==> config.mk <==
export PLATFORM = sky130hd
export DESIGN_NAME = cpu_run_ctrl
export DESIGN_NICKNAME = d
export VERILOG_FILES = /design/src/rtl/cpu_run_ctrl_pkg.sv /design/src/rtl/cpu_run_ctrl_button_debouncer.sv /design/src/rtl/cpu_run_ctrl.sv
export SDC_FILE = /design/constraint.sdc
export NUM_CORES = 1
export LEC_CHECK = 0
export CAP_MARGIN = 10
export CORE_AREA = 2 2 101 123
export DETAILED_ROUTE_END_ITERATION = 8
export DIE_AREA = 0 0 103 125
export SYNTH_ARGS = -nofsm -noshare
export SYNTH_HDL_FRONTEND = slang
export SYNTH_HIERARCHICAL = 1
export SYNTH_SLANG_ARGS = --single-unit
export TNS_END_PERCENT = 20
==> constraint.sdc <==
create_clock -name clk -period 4.1 [get_ports clk]
set_input_delay 0.41 -clock clk [delete_from_list [all_inputs] [get_ports clk]]
set_output_delay 0.41 -clock clk [all_outputs]
set_load 0.05 [all_outputs]
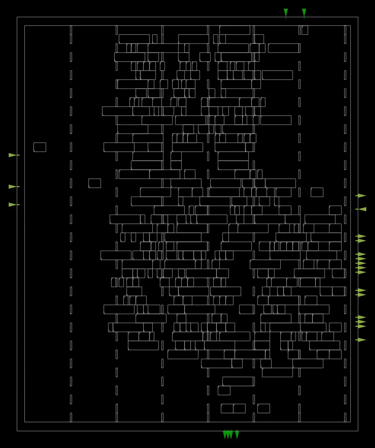
run_1/placed.png
floorplan row count: 44
Post-Route Utilization: 33.3%

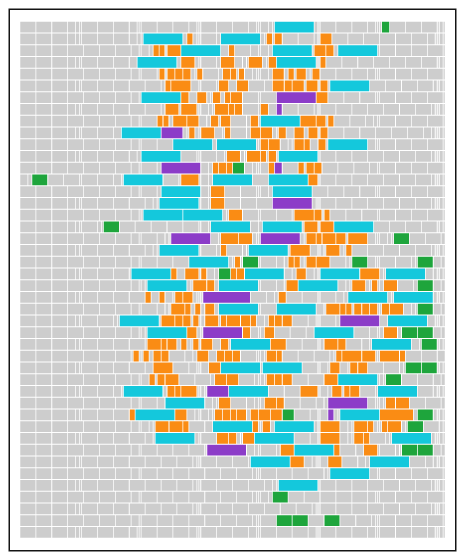
run_1/class_map.png
Fill, decap, tap and diode cells in grey.
[orange] remaining logic cells | cells: 237
[purple] clock drivers and dummy loads | cells: 15
[green] remaining buffers and delay cells | cells: 26
[cyan] sequential cells | cells: 67
summed area of non-filler cells in the final layout: 3920 um^2
sequential fraction of total cell area: 42.8%
CORE AREA: 11800 um^2

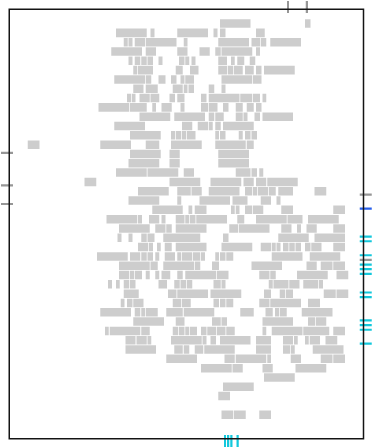
run_1/pinout.png
Pins as bars across the die edge, other pins in grey.
[blue] halt_req | pins: 1 | direction: input | edge: right
[cyan] step_cnt | pins: 16 | direction: output | edge: 12 right, 4 bottom
all pins by edge: 15 right, 4 bottom, 3 left, 2 top
vertical die size: 125 um
Buffers on Ports: 23
die width: 103 um

==> results.txt <==
Implementation numbers.

- The flow ran to the end, and the final reports show no timing, DRC or antenna violations.
- The tally of max-capacitance violations is 0.
- The category of the worst setup path capture point is an output port.
- Synthesis produced a netlist whose cell count is 315.
- STA classifies the critical path startpoint as a flip-flop.
- Sequential cells were found to cover 52.0% of the synthesized design area.
- The number of warnings the tools reported is 28.
- The chip area estimate from yosys synthesis reads between 3000 and 4000 um^2.
- The registers of the reported paths see a clock transition of 50 ps.
- No sink is reached through more buffers than the 2 on the longest clock path.
- The count of pins on the block boundary reads 24.
- The CTS buffer count is 9.
- The number of cell instances on the worst register-to-register path is 5.
- The first global-routing pass estimated ~11 mm of wire.
- The class of the most critical setup path reads reg -> out.
- The skew report gives the latency at the later pin of the worst-skew pair as 330 ps.
- At the pin with the least slew margin, the transition time is 790 ps.
- The area growth from synthesis to layout is 21.7%.
- In the final routed layout, each cell accounts on average for 12.0 um.
- Of all nets on the critical path, the largest fanout is 4.
- The violation count after the first detailed-routing iteration reads 144.
- The overall global routing resource usage reads slightly above 10%.
- The highest achievable clock rate reads 447 MHz.
- Once detail routing completed, the nets flagged for antenna violations numbered 0.
- The worst clock skew is about 5.2 ps.
- The total overflow reported by the global router is 0.
- The number of global-route vias before repair is 2309.
- The routed design could run at a clock period as short as 2240 ps.
- The clock H-tree reported by CTS has 3 levels.
- In this run the power density over the cells is 420 nW/um^2.
- The number of setup buffers added after CTS is 0.
- The leakage power in the latest report is ~1.6 nW.
- The worst reg-to-reg setup slack is 2000 ps.
- In the post-synthesis netlist, the biggest area contributors are sky130_fd_sc_hd__dfrtp_1 (52%), sky130_fd_sc_hd__xor2_1 (5.2%), sky130_fd_sc_hd__xnor2_1 (4.9%).
- The critical path required time is 3690 ps.
- Setup repair after global routing left no endpoint under its margin.
- The area share of the largest cell type after synthesis reads 52.0%.
- The post-cts repair resize count reads 0.
- The synthesized design contains 0 enable-type register cells.
- The final antenna diode tally reported by the flow is 0.
- After synthesis, the mean cell area works out to 10.2 um^2.
- The post-placement worst setup slack reads 2010 ps.
- The fraction of final layout cells with drive strength greater than 1 is 10.7%.
- Fill cells in the final layout number approximately 1200.
- The area of the mapped netlist reads approximately 3200 um^2.
- The total count of max-transition violations in the final report is 0.
- The cell at the root of the clock tree is sky130_fd_sc_hd__clkbuf_16.
- The DRC violations left reads 0.
- The number of vias after detailed routing reads 2352.
- The post-synth net total reads 327.
- The path category of the worst min-delay check is in -> async.
- The worst path uses 54.6% of the clock period.
- The hold buffer count at CTS is 0.
- The average via count per standard cell reads 4.65.
- The worst slew margin relative to its limit is a little under half.
- The warning count from the yosys run is 6.
- For the final routed database, the setup TNS stands at 0 ps.
- The biggest area contributor in the post-synthesis netlist is sky130_fd_sc_hd__dfrtp_1.
- The maximum resistive drop on vdd reads 0.203 mV.
- The largest net degree at the start of global routing reads 36.
- The placed wire-length estimate is ~4.2 mm.
- The final tally of setup violations is 0.
- Counting distinct cell types in the post-synthesis netlist gives 37.
- The first-pass iteration count of the detailed router reads 4.
- In the synthesized netlist, the cells that appear most often are sky130_fd_sc_hd__dfrtp_1 (67), sky130_fd_sc_hd__nor2_1 (32), sky130_fd_sc_hd__nand3_1 (19), sky130_fd_sc_hd__xor2_1 (19).
- The async set-reset flop share out of synthesis is 100%.
- The CTS tree reads yes.
- The number of cells in Yosys stat reads between 300 and 400.
- The total count of hold-check failures in the final report is 0.
- In this run the full chip footprint comes out at 12900 um^2.
- The arrival time reported for the critical path endpoint is approximately 1800 ps.
- The placement stage leaves a total instance area of 3630 um^2.
- The final routed wirelength across all metal layers reads 6.08 mm.
- The most popular library cell in the synthesized design by count is sky130_fd_sc_hd__dfrtp_1.
- The effective utilization at floorplan reads between 20 and 30%.
- The flip-flop and latch count after synthesis is 67.
==> run 1: per-layer routing <==
layer,wire (um),global-route usage (%),up-vias
met2,2870,16.2,44
met3,265,2.57,12
met4,137,5.57,2
met1,2790,13.1,1127
met5,14,0,-
li1,-,-,1167
==> run 1: critical path: stages, from the launching register on <==
cell and delay [ps]:
sky130_fd_sc_hd__dfrtp_1 400, sky130_fd_sc_hd__inv_1 120, sky130_fd_sc_hd__ha_1 180, sky130_fd_sc_hd__clkdlybuf4s50_1 810
==> run 1: through the flow <==
| step | power, mW | hold WS [ps] | instances |
|---|---|---|---|
| final | 1.65 | 166 | 506 |
| after global routing | 1.73 | 243 | 506 |
| after CTS | 1.67 | 200 | 506 |
| after detailed placement | 0.899 | 335 | 491 |
| after global placement | 0.892 | 335 | 491 |
| after floorplan | 0.829 | 114 | 315 |
==> run 1: cell usage in the layout, fill, tap and decap left out, types with 10 or more instances in the layout <==
cell type,instances
sky130_fd_sc_hd__xor2_1,19
sky130_fd_sc_hd__nand3_1,19
sky130_fd_sc_hd__nand2_1,15
sky130_fd_sc_hd__dfrtp_1,67
sky130_fd_sc_hd__o21ai_0,10
sky130_fd_sc_hd__clkdlybuf4s50_1,22
sky130_fd_sc_hd__xnor2_1,18
sky130_fd_sc_hd__nor2_1,32
sky130_fd_sc_hd__inv_1,18
sky130_fd_sc_hd__or4_1,10
sky130_fd_sc_hd__a21oi_1,16
==> run 1: final cells by class <==
class	instances	area, um^2	area share, %
inverters	18	67.6	1.72
repair buffers	26	248	6.32
well taps	161	201	5.14
flip-flops and latches	67	1680	42.8
clock inverters	2	35.0	0.893
clock buffers	13	260	6.64
multi-input cells	219	1430	36.5
==> run 1: kinds of logic (layout without fill, tap and decap cells) <==
group | count (synthesis) | after routing | synth area share (%)
compound gates | 40 | 40 | 7.26
xor+xnor | 37 | 37 | 10.1
fa+ha+maj | 6 | 6 | 2.33
buf+inv | 29 | 59 | 3.49
flops | 67 | 67 | 52.0
mux | 3 | 3 | 1.05
simple gates | 133 | 133 | 23.8
==> run 1: power breakdown <==
| group | switching [mW] | internal, mW |
|---|---|---|
| Combinational | 0.106 | 0.0580 |
| Sequential | 0.0358 | 0.686 |
| Clock | 0.263 | 0.499 |
| Total | 0.405 | 1.24 |
Power is estimated from default activity; no workload was simulated.
